[src/rtl/multi_blinker.sv]
// Multi-channel blinker: per-channel OFF / ON / BLINK / BURST driven by a valid/ready config port.
// Define MULTI_BLINKER_BURST_EN to build BURST mode (remaining counters, busy, done); otherwise mode 11 is BLINK.
module multi_blinker_ch #(
  parameter int CNT_W = 16
`ifdef MULTI_BLINKER_BURST_EN
  , parameter int BURST_W = 4
`endif
) (
  input  logic             clk,
  input  logic             rst_n,
  input  logic             i_sel,
  input  logic [1:0]       i_mode,
  input  logic [CNT_W-1:0] i_period,
`ifdef MULTI_BLINKER_BURST_EN
  input  logic [BURST_W-1:0] i_count,
`endif
  output logic             o_q,
  output logic             o_busy,
  output logic             o_done
);
  typedef enum logic [1:0] {M_OFF, M_ON, M_BLINK, M_BURST} mode_t;

  mode_t            r_mode;
  logic [CNT_W-1:0] r_per;
  logic [CNT_W-1:0] r_cnt;
  logic             r_q;
  logic             r_done;
`ifdef MULTI_BLINKER_BURST_EN
  logic [BURST_W-1:0] r_rem;
`endif

  always_ff @(posedge clk or negedge rst_n) begin
    if (!rst_n) begin
      r_mode <= M_OFF;
      r_per  <= '0;
      r_cnt  <= '0;
      r_q    <= 1'b0;
      r_done <= 1'b0;
`ifdef MULTI_BLINKER_BURST_EN
      r_rem  <= '0;
`endif
    end else begin
      r_done <= 1'b0;
      if (i_sel) begin
        // A new beat always wins, which also aborts a running burst silently.
        r_per <= i_period;
        r_cnt <= '0;
        case (i_mode)
          2'b00: begin r_mode <= M_OFF; r_q <= 1'b0; end
          2'b01: begin r_mode <= M_ON;  r_q <= 1'b1; end
`ifdef MULTI_BLINKER_BURST_EN
          2'b11: begin
            if (i_count == '0) begin r_mode <= M_OFF;   r_q <= 1'b0; end
            else               begin r_mode <= M_BURST; r_q <= 1'b1; end
            r_rem <= i_count;
          end
`endif
          default: begin r_mode <= M_BLINK; r_q <= 1'b0; end
        endcase
      end else if (r_mode == M_BLINK || r_mode == M_BURST) begin
        if (r_cnt != r_per) begin
          r_cnt <= r_cnt + 1'b1;
        end else begin
          r_cnt <= '0;
`ifdef MULTI_BLINKER_BURST_EN
          if (r_mode == M_BURST) begin
            // End of the last low phase parks the channel instead of toggling high.
            if (r_q) begin
              r_q   <= 1'b0;
              r_rem <= r_rem - 1'b1;
            end else if (r_rem == '0) begin
              r_mode <= M_OFF;
              r_done <= 1'b1;
            end else begin
              r_q <= 1'b1;
            end
          end else begin
            r_q <= ~r_q;
          end
`else
          r_q <= ~r_q;
`endif
        end
      end else begin
        r_cnt <= '0;
      end
    end
  end

  assign o_q = r_q;
`ifdef MULTI_BLINKER_BURST_EN
  assign o_busy = (r_mode == M_BURST);
  assign o_done = r_done;
`else
  assign o_busy = 1'b0;
  assign o_done = 1'b0;
  logic w_unused_done;
  assign w_unused_done = r_done;
`endif
endmodule

module multi_blinker #(
  parameter int CH      = 4,
  parameter int CNT_W   = 16,
  parameter int BURST_W = 4
) (
  input  logic                               clk,
  input  logic                               rst_n,
  input  logic                               cfg_valid,
  output logic                               cfg_ready,
  input  logic [((CH > 1) ? $clog2(CH) : 1)-1:0] cfg_ch,
  input  logic [1:0]                         cfg_mode,
  input  logic [CNT_W-1:0]                   cfg_period,
  input  logic [BURST_W-1:0]                 cfg_count,
  output logic [CH-1:0]                      q_out,
  output logic [CH-1:0]                      busy,
  output logic [CH-1:0]                      done
);
  localparam int CH_W = (CH > 1) ? $clog2(CH) : 1;

  logic r_ready;

  always_ff @(posedge clk or negedge rst_n) begin
    if (!rst_n) r_ready <= 1'b0;
    else        r_ready <= 1'b1;
  end
  assign cfg_ready = r_ready;

`ifndef MULTI_BLINKER_BURST_EN
  logic [BURST_W-1:0] w_unused_count;
  assign w_unused_count = cfg_count;
`endif

  // Out-of-range cfg_ch matches no lane, so that beat is consumed with no effect.
  for (genvar g = 0; g < CH; g++) begin : g_ch
    logic w_sel;
    assign w_sel = cfg_valid && r_ready && (cfg_ch == CH_W'(g));
    multi_blinker_ch #(
      .CNT_W   (CNT_W)
`ifdef MULTI_BLINKER_BURST_EN
      , .BURST_W (BURST_W)
`endif
    ) u_ch (
      .clk      (clk),
      .rst_n    (rst_n),
      .i_sel    (w_sel),
      .i_mode   (cfg_mode),
      .i_period (cfg_period),
`ifdef MULTI_BLINKER_BURST_EN
      .i_count  (cfg_count),
`endif
      .o_q      (q_out[g]),
      .o_busy   (busy[g]),
      .o_done   (done[g])
    );
  end
endmodule

[config.mk]
export PLATFORM = sky130hd
export DESIGN_NAME = multi_blinker
export DESIGN_NICKNAME = d
export VERILOG_FILES = /design/src/rtl/multi_blinker.sv
export SDC_FILE = /design/constraint.sdc
export NUM_CORES = 1
export LEC_CHECK = 0
export ABC_AREA = 1
export ABC_CLOCK_PERIOD_IN_PS = 1900
export CORE_MARGIN = 4
export CORE_UTILIZATION = 26
export CTS_CLUSTER_DIAMETER = 40
export DETAILED_ROUTE_END_ITERATION = 12
export PLACE_DENSITY = 0.43
export SYNTH_ARGS = -nofsm -noshare
export SYNTH_HDL_FRONTEND = slang
export SYNTH_SLANG_ARGS = --single-unit
[constraint.sdc]
create_clock -name clk -period 1.9 [get_ports clk]
set_clock_uncertainty 0.15 [all_clocks]
set_input_delay 0.38 -clock clk [delete_from_list [all_inputs] [get_ports clk]]
set_output_delay 0.38 -clock clk [all_outputs]
set_load 0.01 [all_outputs]
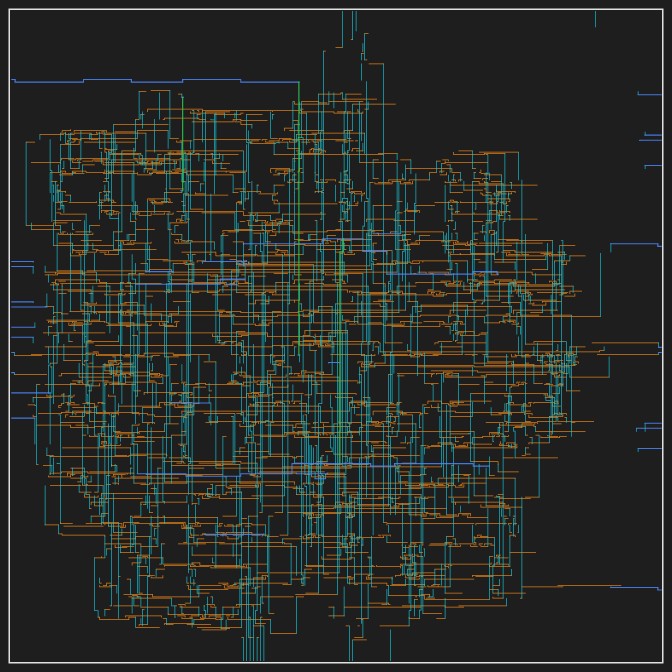
(images/layers.png)
Key: M4 = green [wire length 160 um]; M3 = blue [wire length 481 um]; M1 = orange [wire length 8900 um]; M2 = cyan [wire length 8240 um]

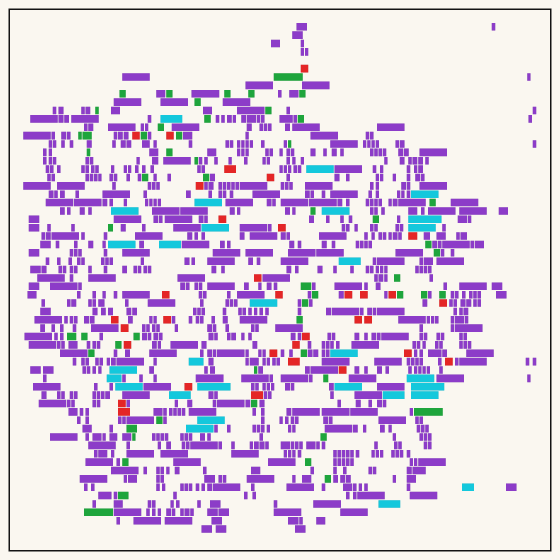
(images/sizing.png)
Key: x6 and larger = cyan [cells 29]; x3 and x4 = red [cells 33]; x2 = green [cells 55]; x1 and smaller = purple [cells 962]

==> summary.rpt <==
==== FLOW RESULTS ====
----------------------------------------------------
[Power and ir drop]
  Combinational fraction of design power ........................ 16.4%
  Clock Power ........................ roughly 3.4 mW
  Combinational cell power ........................ between 1 and 1.5 mW
  Leakage power total ........................ 4.229 nW
  Power Internal ........................ 5.946 mW
  Switching power ........................ around 2.3 mW
  Post-route total power ........................ roughly 8.3 mW

[Synth]
  Compound-cell area share of the yosys netlist ........................ between 6 and 7%
  Adder Share, Synth ........................ less than 1%
  Dominant cell by count in the synthesized netlist ........................ sky130_fd_sc_hd__nand2_1
  Commonest flop ........................ sky130_fd_sc_hd__dfrtp_1
  Fraction of the mapped netlist area in simple logic gates ........................ between 30% and 40%
  Xor+xnor area frac ........................ 3.604%
  Chip Area, Yosys ........................ around 7300 sq um
  Cell types with the largest area share after synthesis ........................ sky130_fd_sc_hd__dfrtp_1, sky130_fd_sc_hd__nand2_1, sky130_fd_sc_hd__inv_1
  Cell types with the highest counts after synthesis ........................ sky130_fd_sc_hd__nand2_1, sky130_fd_sc_hd__inv_1, sky130_fd_sc_hd__nor2_1
  Post-synth seq share ........................ 47.02%
  Post-synthesis mux area share ........................ 0%
  Post-synthesis cell area ........................ around 7300 sq um

[CTS]
  Clock tree from TritonCTS ........................ done
  H-tree depth reported by CTS ........................ 4
  Number of buffers inserted by hold repair at cts ........................ 1
  CTS Root Cell ........................ sky130_fd_sc_hd__clkbuf_16

[Routing]
  Wire length on met3 ........................ ~480 um
  Via-to-Cell Ratio ........................ between 3 and 4
  Top sig layer ........................ met4
  Vias after detailed routing ........................ between 5000 and 6000
  Total wire length after detailed routing ........................ ~18 mm
  DRC violation total after the first TritonRoute iteration ........................ roughly 360
  Count of antenna-violating nets left after detailed routing ........................ 0
  Metal1 wirelength ........................ a little under 9 mm

[Final layout]
  Area Overhead vs Synth ........................ 20.82%
  Layout cell share with drive strength beyond 1 ........................ roughly 11%

[Final timing]
  Setup TNS after final layout ........................ 0 ns
  Share of the clock period used by the worst path ........................ just under 100%
  RSZ-0062 raised after global routing ........................ false
  Fin. Hold Viols ........................ 0
  Minimum clock period after layout ........................ roughly 1.8 ns

[Placement]
  Half-perimeter wire length of the detailed placement result ........................ about 13 mm
  Count of buffers inserted at the top-level ports ........................ 27

[Setup path]
  Largest stage delay, worst path ........................ around 0.53 ns
  Worst setup path start ........................ cfg_ready$_DFF_PN0_
  Critical Path Stages ........................ 1
  Maximum fanout along the worst path ........................ 2
  Startpoint of the worst-slack reg-to-reg timing path ........................ g_ch[2].u_ch.r_cnt[1]$_DFF_PN0_

[Floorplan]
  Die extent in y ........................ between 150 and 200 um
  Die W ........................ approximately 180 um
  Core box area ........................ approximately 28000 sq um

[Global routing]
  Vias in the first global route ........................ 5615
  Maximum number of pins on one net before global-route repair ........................ 37
  Combined global-route utilization of all metal layers ........................ between 10% and 20%

[Run status]
  Outcome ........................ complete, no violations

----------------------------------------------------
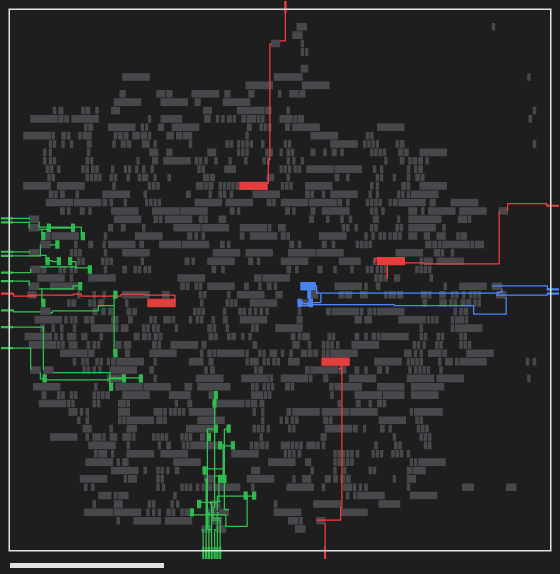
(images/port_trees.png)
Scale bar: 50 um.
Key: q_out = red [direction output, edge 1 south, 1 east, 1 north, 1 west, end cells 4, buffers 4, wire 272 um]; cfg_ch = blue [direction input, edge east, end cells 5, buffers 2, wire 198 um]; cfg_period = green [direction input, edge 9 west, 7 south, end cells 31, buffers 16, wire 567 um]

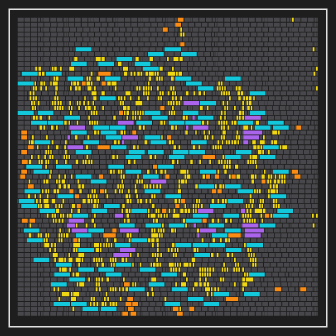
(images/class_map.png)
Fill, decap, tap and diode cells in grey.
Key: clock drivers and dummy loads = purple [cells 30]; registers = cyan [cells 137]; remaining buffers and delay cells = orange [cells 61]; remaining logic cells = yellow [cells 851]

-- layout make-up --
cell class	count	share of cell area, %
clock buffer	22	5.270
clock inverter	8	1.378
inverter	170	7.244
multi-input combinational	681	34.97
sequential	137	38.96
tap	378	5.369
timing repair buffer	61	6.804
-- stage by stage --
step | hold slack (ns) | instances | worst slack, ns
floorplan | -0.06559 | 1016 | 0.3795
global placement | 0.1738 | 1423 | -0.1263
detailed placement | 0.1701 | 1423 | -0.1384
CTS | 0.3146 | 1457 | 0.04506
global route | 0.3317 | 1457 | 0.008384
finish | 0.2996 | 1457 | 0.07332
-- sequential cells by signal (all words and copies together), names as in the netlist --
signal	count
g_ch.u_ch.r_cnt	64
g_ch.u_ch.r_per	64
g_ch.u_ch.o_q	4
g_ch.u_ch.r_mode	4
cfg_ready	1
-- layout by cell type (no fill, tap or decap), types with 6 or more instances in the layout --
master | Yosys | layout
sky130_fd_sc_hd__buf_12 | 0 | 6
sky130_fd_sc_hd__nand2_2 | 11 | 12
sky130_fd_sc_hd__dfrtp_1 | 137 | 134
sky130_fd_sc_hd__nor2_2 | 24 | 24
sky130_fd_sc_hd__nor2_1 | 141 | 140
sky130_fd_sc_hd__a21oi_1 | 10 | 10
sky130_fd_sc_hd__conb_1 | 2 | 9
sky130_fd_sc_hd__nand3_1 | 43 | 43
sky130_fd_sc_hd__inv_2 | 7 | 7
sky130_fd_sc_hd__clkdlybuf4s50_1 | 0 | 22
sky130_fd_sc_hd__xor2_1 | 23 | 23
sky130_fd_sc_hd__buf_4 | 12 | 27
sky130_fd_sc_hd__o21ai_0 | 78 | 78
sky130_fd_sc_hd__clkbuf_16 | 0 | 17
sky130_fd_sc_hd__nand2_1 | 311 | 310
sky130_fd_sc_hd__inv_1 | 163 | 163
sky130_fd_sc_hd__xnor2_1 | 7 | 7
Power is estimated from default activity; no workload was simulated.
